==> run_1/floorplan.png <==
Pins as bars on the die edge.
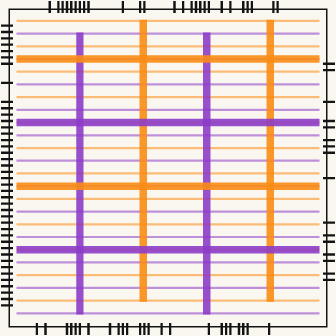
==> run_1/class_map.png <==
The bar under the picture is 20 µm long.
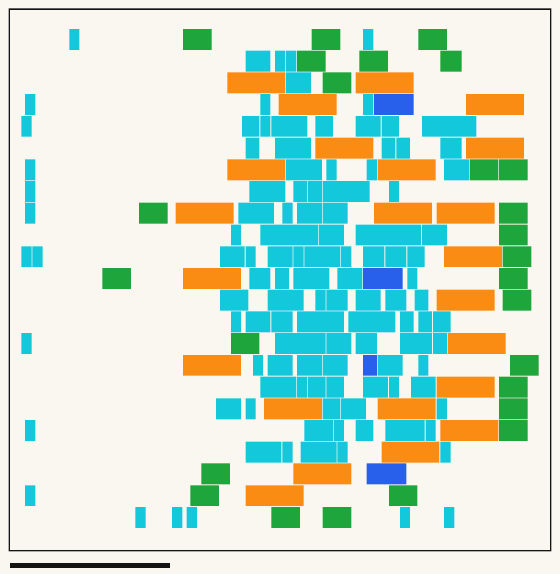
==> run_1/clock_wires.png <==
The bar under the picture is 20 µm long.
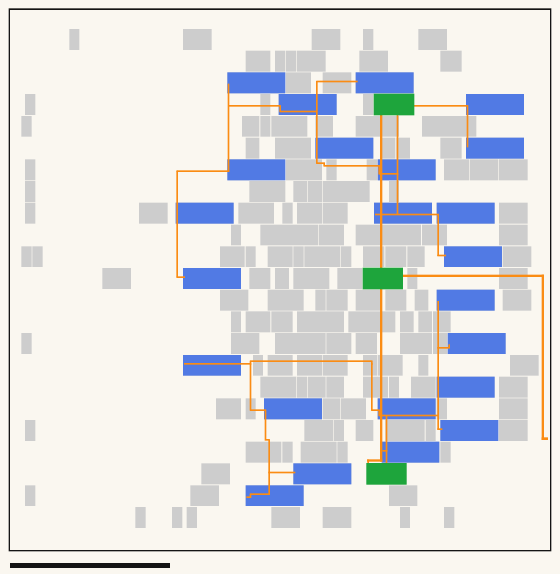
## config.mk

```make
export PLATFORM = sky130hd
export DESIGN_NAME = fifo_ctrl
export DESIGN_NICKNAME = d
export VERILOG_FILES = /design/src/rtl/fifo_pkg.sv /design/src/rtl/fifo_ptr.sv /design/src/rtl/fifo_ctrl.sv
export SDC_FILE = /design/constraint.sdc
export NUM_CORES = 1
export LEC_CHECK = 0
export ABC_AREA = 0
export CAP_MARGIN = 30
export CORE_MARGIN = 1
export CORE_UTILIZATION = 40
export DETAILED_ROUTE_END_ITERATION = 10
export PLACE_DENSITY = 0.83
export SLEW_MARGIN = 20
export SYNTH_ARGS = -nofsm -noshare
export SYNTH_HDL_FRONTEND = slang
export SYNTH_SLANG_ARGS = --single-unit
```

## constraint.sdc

```tcl
create_clock -name clK -period 7.95 [get_ports clK]
set_input_delay 1.59 -clock clK [delete_from_list [all_inputs] [get_ports clK]]
set_output_delay 1.59 -clock clK [all_outputs]
set_load 0.03 [all_outputs]
```

## src/rtl/fifo_pkg.sv

```systemverilog
// Shared constants and width helpers for the fifo_ctrl block and its pointer counter.
package fifo_pkg;

    localparam int FIFO_DATA_DEF     = 16;
    localparam int FIFO_ADDR_DEF     = 5;
    localparam int FIFO_DEPTH_DEF    = 32'd2 ** FIFO_ADDR_DEF;
    localparam int FIFO_AE_LEVEL_DEF = 2;

    // One extra pointer bit distinguishes full from empty when the low bits match.
    function automatic int fifo_ptr_w(input int addr);
        return addr + 32'd1;
    endfunction

    function automatic int fifo_depth(input int addr);
        return 32'd2 ** addr;
    endfunction

    function automatic int fifo_af_level_def(input int addr);
        return fifo_depth(addr) - 32'd2;
    endfunction

endpackage

```

## src/rtl/fifo_ptr.sv

```systemverilog
// Wrapping pointer counter with increment enable and synchronous active-high reset.
module fifo_ptr
    import fifo_pkg::*;
#(
    parameter int W = fifo_ptr_w(FIFO_ADDR_DEF)
) (
    input  logic         clK,
    input  logic         rsT,
    input  logic         inc,
    output logic [W-1:0] ptr
);

    logic [W-1:0] ptr_r;

    // Pointer register; natural binary overflow gives the modulo-2**W wrap.
    always_ff @(posedge clK) begin
        if (rsT) begin
            ptr_r <= {W{1'b0}};
        end else if (inc) begin
            ptr_r <= ptr_r + {{(W-1){1'b0}}, 1'b1};
        end else begin
            ptr_r <= ptr_r;
        end
    end

    assign ptr = ptr_r;

endmodule

```

## src/rtl/fifo_ctrl.sv

```systemverilog
// Single-clock FIFO controller sequencing an external dual-port RAM (A = write, B = read).
// Optional almost_full/almost_empty flags are built when FIFO_ALMOST_EN is defined.
module fifo_ctrl
    import fifo_pkg::*;
#(
    parameter int DATA     = FIFO_DATA_DEF,
    parameter int ADDR     = FIFO_ADDR_DEF,
    parameter int AF_LEVEL = fifo_af_level_def(ADDR),
    parameter int AE_LEVEL = FIFO_AE_LEVEL_DEF
) (
    input  logic            clK,
    input  logic            rsT,
    input  logic            wr_EN,
    input  logic [DATA-1:0] wr_data_IN,
    input  logic            rd_EN,
    output logic [DATA-1:0] rd_data_OUT,
    output logic            rd_VALID,
    output logic            full,
    output logic            empty,
    output logic [ADDR:0]   count,
    output logic            wr_ERR,
    output logic            rd_ERR,
`ifdef FIFO_ALMOST_EN
    output logic            almost_full,
    output logic            almost_empty,
`endif
    output logic            a_port_WR,
    output logic [ADDR-1:0] a_port_ADDR,
    output logic [DATA-1:0] a_port_data_IN,
    output logic            b_port_WR,
    output logic [ADDR-1:0] b_port_ADDR,
    output logic [DATA-1:0] b_port_data_IN,
    input  logic [DATA-1:0] b_port_data_OUT
);

    localparam int PW    = fifo_ptr_w(ADDR);
    localparam int DEPTH = fifo_depth(ADDR);

    if ((AE_LEVEL > AF_LEVEL) || (AF_LEVEL > DEPTH)) begin : g_bad_levels
        $error("fifo_ctrl: AE_LEVEL/AF_LEVEL out of range");
    end

    logic [PW-1:0] wr_ptr_s;
    logic [PW-1:0] rd_ptr_s;
    logic [PW-1:0] wr_nxt_s;
    logic [PW-1:0] rd_nxt_s;
    logic [PW-1:0] cnt_nxt_s;
    logic          wr_acc_s;
    logic          rd_acc_s;
    logic          full_nxt_s;
    logic          empty_nxt_s;

    logic          full_r;
    logic          empty_r;
    logic [PW-1:0] count_r;
    logic          rd_valid_r;
    logic          wr_err_r;
    logic          rd_err_r;

    // Acceptance looks only at registered flags, so a push never bypasses into a same-cycle pop.
    assign wr_acc_s = wr_EN & ~full_r  & ~rsT;
    assign rd_acc_s = rd_EN & ~empty_r & ~rsT;

    fifo_ptr #(.W(PW)) u_wr_ptr (
        .clK (clK),
        .rsT (rsT),
        .inc (wr_acc_s),
        .ptr (wr_ptr_s)
    );

    fifo_ptr #(.W(PW)) u_rd_ptr (
        .clK (clK),
        .rsT (rsT),
        .inc (rd_acc_s),
        .ptr (rd_ptr_s)
    );

    // Post-edge pointer values, from which the registered status is derived.
    always_comb begin
        wr_nxt_s    = wr_ptr_s + {{ADDR{1'b0}}, wr_acc_s};
        rd_nxt_s    = rd_ptr_s + {{ADDR{1'b0}}, rd_acc_s};
        cnt_nxt_s   = wr_nxt_s - rd_nxt_s;
        empty_nxt_s = (wr_nxt_s == rd_nxt_s);
        full_nxt_s  = (wr_nxt_s[ADDR-1:0] == rd_nxt_s[ADDR-1:0]) &&
                      (wr_nxt_s[ADDR] != rd_nxt_s[ADDR]);
    end

    // Status and strobe registers, updated on the same edge as the pointers.
    always_ff @(posedge clK) begin
        if (rsT) begin
            full_r     <= 1'b0;
            empty_r    <= 1'b1;
            count_r    <= {PW{1'b0}};
            rd_valid_r <= 1'b0;
            wr_err_r   <= 1'b0;
            rd_err_r   <= 1'b0;
        end else begin
            full_r     <= full_nxt_s;
            empty_r    <= empty_nxt_s;
            count_r    <= cnt_nxt_s;
            rd_valid_r <= rd_acc_s;
            wr_err_r   <= wr_EN & full_r;
            rd_err_r   <= rd_EN & empty_r;
        end
    end

`ifdef FIFO_ALMOST_EN
    localparam logic [PW-1:0] AF_LVL_C = PW'(AF_LEVEL);
    localparam logic [PW-1:0] AE_LVL_C = PW'(AE_LEVEL);

    logic almost_full_r;
    logic almost_empty_r;

    // Threshold flags follow the next occupancy so they align with count.
    always_ff @(posedge clK) begin
        if (rsT) begin
            almost_full_r  <= 1'b0;
            almost_empty_r <= 1'b1;
        end else begin
            almost_full_r  <= (cnt_nxt_s >= AF_LVL_C);
            almost_empty_r <= (cnt_nxt_s <= AE_LVL_C);
        end
    end

    assign almost_full  = almost_full_r;
    assign almost_empty = almost_empty_r;
`endif

    assign full     = full_r;
    assign empty    = empty_r;
    assign count    = count_r;
    assign rd_VALID = rd_valid_r;
    assign wr_ERR   = wr_err_r;
    assign rd_ERR   = rd_err_r;

    // RAM controls are combinational so the write and read land on the pointer edge.
    assign a_port_WR      = wr_acc_s;
    assign a_port_ADDR    = wr_ptr_s[ADDR-1:0];
    assign a_port_data_IN = wr_data_IN;
    assign b_port_WR      = 1'b0;
    assign b_port_ADDR    = rd_ptr_s[ADDR-1:0];
    assign b_port_data_IN = {DATA{1'b0}};
    assign rd_data_OUT    = b_port_data_OUT;

endmodule

```

==> ci_impl_report.md, run 1 <==
### Yosys + OpenROAD results

| Metric | Value |
|---|---|
| Status | completed |
| Nonclk inv count | 3 |
| Top cells excl fill/tap | clkdlybuf4s50_1, dfxtp_1, conb_1, nor2_1, ha_1 |
| AO/OA Area Share | 4.94% |
| Non-CTS buffers | 26 |
| Critical path endpoint | a_port_WR |
| Cell with the most instances after synthesis | buf_4 |
| Port Buffers | 25 |
| Reg2reg start | full |
| CP cell instances | clkdlybuf4s50_1 -> nor2b_4 -> nor2b_1 -> clkdlybuf4s50_1 |
| Antenna-violating nets left | 0 |
| Post-synth top cells | buf_4, dfxtp_1, nor2_1 |
| #FFs+latches synth | 23 |
| Hold_sp | full |
| Top cell by count, worst path | clkdlybuf4s50_1 |
| CP Depth | 4 |
| Yosys stat area | roughly 1700 µm² |
| Top cell excl fill/tap | clkdlybuf4s50_1 |
| Final WL | approximately 2400 µm |
| Vias in the first global route | about 860 |
| Worst Path Arrival | around 3.5 ns |
| Netlist cell types | 41 |
| Hold Path End | wr_ERR |
| Final min period | 5.04 ns |
| Vias | 1002 |
| Dpl ws | about 2.9 ns |
| Crit Path Max Fanout | 7 |
| Worst hold stages | 2 |
| Top class by area | multi-input combinational cells |
| Register area | roughly 460 µm² |
| Register-to-Register Path Depth | 11 |
| # Taps | 50 |
| R2r setup slk | between 5 and 6 ns |
| Comb pwr share | about 24% |
| Pins over their slew limit | 0 |
| Sequential share of cell area | between 20 and 30% |
| Share of power burned in the clock network | about 28% |
| Setup WS post-layout | around 2.9 ns |
| Met3 Resource Use GR | just over 3% |
| Worst Hold Class | reg -> reg |
| Total of max-cap violations | 0 |
| Final core occ | between 40% and 50% |
| Total track usage | between 10% and 20% |
| Seq pwr share | between 40 and 50% |
| Top pwr grp | registers |
| Slowest CP cell | clkdlybuf4s50_1 |
| Num Clock Sinks | 23 |
| Initial Utilization | a little over two fifths |
| # rows | 23 |
| Synth area leaders | dfxtp_1, buf_4, ha_1 |
| Area share of and/or/nand/nor cells after synthesis | 17.2% |
| Biggest combinational cell group after synthesis | buffers and inverters |
| Post-Route M1 WL | 1010 µm |
| Vias per std cell | between 4 and 5 |
| Number of H-tree levels | 1 |
| Layout cells sized above 1 | 8.33% |
| RSZ-0062 raised after global routing | no |
| Comb_multi_in | roughly 110 |
| Worst path bufs/invs | 2 |
| Critical path launch point type | input port |
| CORE AREA | 4060 µm² |
| Total power | 0.000263 W |
| Switching power | roughly 0.000083 W |
| Synth Flop Type | dfxtp_1 |
| Least-Margin Pin Slew | ~0.52 ns |
| Die footprint | 4570 µm² |
| Worst Hold Slack | just under 0.5 ns |
| VDD IR max | 0.0578 mV |
| Pre-antenna DRT Iters | 4 |
| Dominant cell area share | a little over a quarter |
| Hold Violations, Final | 0 |
About floorplan.png:
[purple] VSS
[orange] VDD
met4 straps: 4
met1 rails: 24
met5 straps: 4
signal pins: 107

About class_map.png:
[green] remaining buffers and delay cells | cells: 26 | share of their area: 16%
[blue] clock drivers and dummy loads | cells: 4 | share of their area: 2.9%
[cyan] remaining logic cells | cells: 115 | share of their area: 52%
[orange] sequential cells | cells: 23 | share of their area: 29%

About clock_wires.png:
[blue] flip-flops | count: 23
[orange] clock wires | length: 298 µm
[green] clock-net drivers | count: 3
routed clock nets: 4

==> inputs of run 2 (changes only) <==
Settings changed: CORE_UTILIZATION 40 to 37, PLACE_DENSITY 0.83 to 0.78.
Clock period 7.95 ns to 5 ns, I/O delays scaled along.
==> run_2/floorplan.png <==
Pins as bars on the die edge.
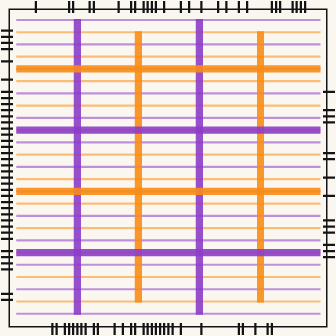
[purple] VSS
[orange] VDD
met4 straps: 4
met5 straps: 4
Die Ht: 70.2 µm
CORE AREA: 4410 µm²
VDD IR max: 0.100 mV

==> run_2/class_map.png <==
The bar under the picture is 20 µm long.
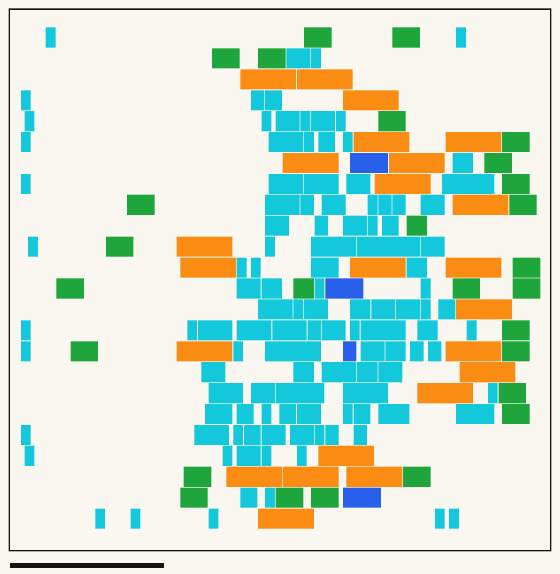
[cyan] remaining logic cells | cells: 115 | share of their area: 52%
[orange] sequential cells | cells: 23 | share of their area: 29%
[blue] clock drivers and dummy loads | cells: 4 | share of their area: 2.9%
[green] remaining buffers and delay cells | cells: 27 | share of their area: 17%
# rows: 24
sequential share of cell area: 27.5%
Final Instance Area: 1670 µm²
final core occ: 37.9%

==> ci_impl_report.md, run 2 <==
### Yosys + OpenROAD results

| Metric | Value |
|---|---|
| Slowest CP cell | clkdlybuf4s50_1 |
| LEAKAGE | just under 0.7 nW |
| Crit Path Max Fanout | 9 |
| R2r setup slk | 2.17 ns |
| IO Count | 107 |
| Clk latency late pin | 0.27 ns |
| Setup TNS | 0 ns |
| Share of the yosys chip area belonging to registers | between 20% and 30% |
| Clk buf depth | 2 |
| Top cell excl fill/tap | clkdlybuf4s50_1 |
| OpenROAD warnings | 27 |
| Synth Flop Type | dfxtp_1 |
| Worst Skew | 0.000913 ns |
| Die footprint | a little under 5000 µm² |
| Worst-path clk slew | ~0.080 ns |
| Top pwr grp | registers |
| Worst Hold Class | reg -> reg |
| Register-to-Register Path Depth | 11 |
| Fmax | 0.248 GHz |
| Met3 Resource Use GR | 2.89% |
| Root Buffer | clkbuf_8 |
| GRT busiest layer | met2 |
| CTS tree | done |
| PD cells | 253 nW/µm² |
| Power Combinational | approximately 0.00010 W |
| Uppermost routed layer | met4 |
| TritonCTS buffer count | 3 |
| Worst hold stages | 2 |
| Total power | around 0.00042 W |
| Non-CTS buffers | 27 |
| GR Layer Usage met2 | 16.5% |
| Cts hold-fix bufs | 0 |
| # fillers | ~450 |
| Final non-clock buffer share | between 15 and 20% |
| Area Growth Syn to Fin | -2.91% |
| EDFF count, synth | 0 |
| Netlist cell types | a little over 40 |
| Req. time, crit path | 4.00 ns |
| Worst Hold Slack | a little under 0.5 ns |
| Comb_multi_in | 112 |
| Registers | 23 |
| Dpl ws | 0.883 ns |
| Seq power | about 0.0002 W |
| AO/OA Area Share | 4.94% |
| Asr flop ratio synth | 0% |
| Fraction of area in multi-input gates | approximately half |
| Mux area share | less than 1% |
| Yosys stat cell total | 188 |
| XOR/XNOR Area Share | 12.4% |
| Switching power | roughly 0.00013 W |
| Largest net degree at the start of global routing | 14 |
| N_diodes | 0 |
| Biggest combinational cell group after synthesis | buffers and inverters |
| Die Span X | about 70 µm |
| Top cells excl fill/tap | clkdlybuf4s50_1, dfxtp_1, conb_1, nor2_1, ha_1 |
| Final WL | around 2500 µm |
| Num Clock Sinks | 23 |
| Top cell by count, worst path | clkdlybuf4s50_1 |
| Share of power burned in the clock network | ~28% |
| Hold_sp | full |
| Top class by area | multi-input combinational cells |
| Postcts setup bufs | 0 |
| Cell count after synthesis | ~190 |
| Post-layout period usage | 80.6% |
| Slew margin rel. | between 60% and 70% |
| Post-Syn Area | between 1500 and 2000 µm² |
| CP cell instances | clkdlybuf4s50_1 -> buf_4 -> nor2b_1 -> clkdlybuf4s50_1 |
| CLK BUF | 3 |
| Number of H-tree levels | 1 |
| Comb pwr share | 24.6% |
| Cell with the most instances after synthesis | buf_4 |
| Synth area leaders | dfxtp_1, buf_4, ha_1 |
| Setup WS post-layout | between 0.9 and 1 ns |
| Least-Margin Pin Slew | 0.503 ns |
| Worst setup EP type | output port |
| Initial antenna violation count | 0 |
| Fa+ha+maj area frac | 9.01% |
| Placed inst area | roughly 1600 µm² |
| Met1 usage in global routing | about an eighth |
| Antenna-violating nets left | 0 |
| Final min period | approximately 4 ns |
| Critical path launch point type | input port |
| Pins over their slew limit | 0 |
| Worst Setup SP | rsT |
| Final setup viols | 0 |
| Yosys stat area | roughly 1700 µm² |
| CP Depth | 4 |
| Port Buffers | 25 |
| Largest area contributor in the netlist | dfxtp_1 |
| Vias per std cell | 4.39 |
| RD Place Congestion | roughly 0.83 |
| WS Path Type | in -> out |
| Synth Area per Inst | 9.16 µm² |
| Crit path max-delay family | buffers and inverters |
| Layout cells sized above 1 | 8.88% |
| Routed wl met3 | around 160 µm |
| Internal power | just under 0.0003 W |
| Worst Path Arrival | about 3.0 ns |
| Fin nets | ~220 |
| Placed Cells | 217 |
| Nonclk inv count | 3 |
| Clock group | between 0.0001 and 0.00015 W |
| Sw Share | a little under a third |
| CP max stage delay | 0.77 ns |
| HPWL after DPL | around 1900 µm |
| Non-filler cells in the finished layout | 221 |
| Register area | roughly 460 µm² |
| Area share of and/or/nand/nor cells after synthesis | ~17% |
| Total track usage | between 10% and 20% |
| Initial Utilization | around 39% |
| Comb area | 823 µm² |
| Vias | roughly 970 |
| Total of max-cap violations | 0 |
| Hold Violations, Final | 0 |
| PostCTS Resize Cnt | 0 |
| Routed WL per cell | roughly 11 µm |
| Post-synth top cells | buf_4, dfxtp_1, nor2_1 |
| Status | completed |
| DRC violations left | 0 |
| Hold Path End | wr_ERR |
| Post-Route M1 WL | between 1000 and 1500 µm |
| Clock network share of area | 2.77% |
| Dominant cell area share | between 20% and 30% |
| Syn. warnings | 0 |
| # Taps | 52 |
| Critical path endpoint | a_port_WR |
| Reg2reg start | full |
| RSZ-0062 raised after global routing | no |
| Reg-to-reg critical path endpoint | count[4] |
| Met2 wire len | roughly 1100 µm |
| Worst path bufs/invs | 3 |
| DRT iter0 DRCs | 30 |
| #FFs+latches synth | 23 |
| Pre-antenna DRT Iters | 4 |
| Gr ovfl total | 0 |
| Vias in the first global route | between 800 and 900 |
| First-pass GRT wire length | between 4000 and 5000 µm |
| Seq pwr share | around 47% |
Power and IR drop assume default switching activity.
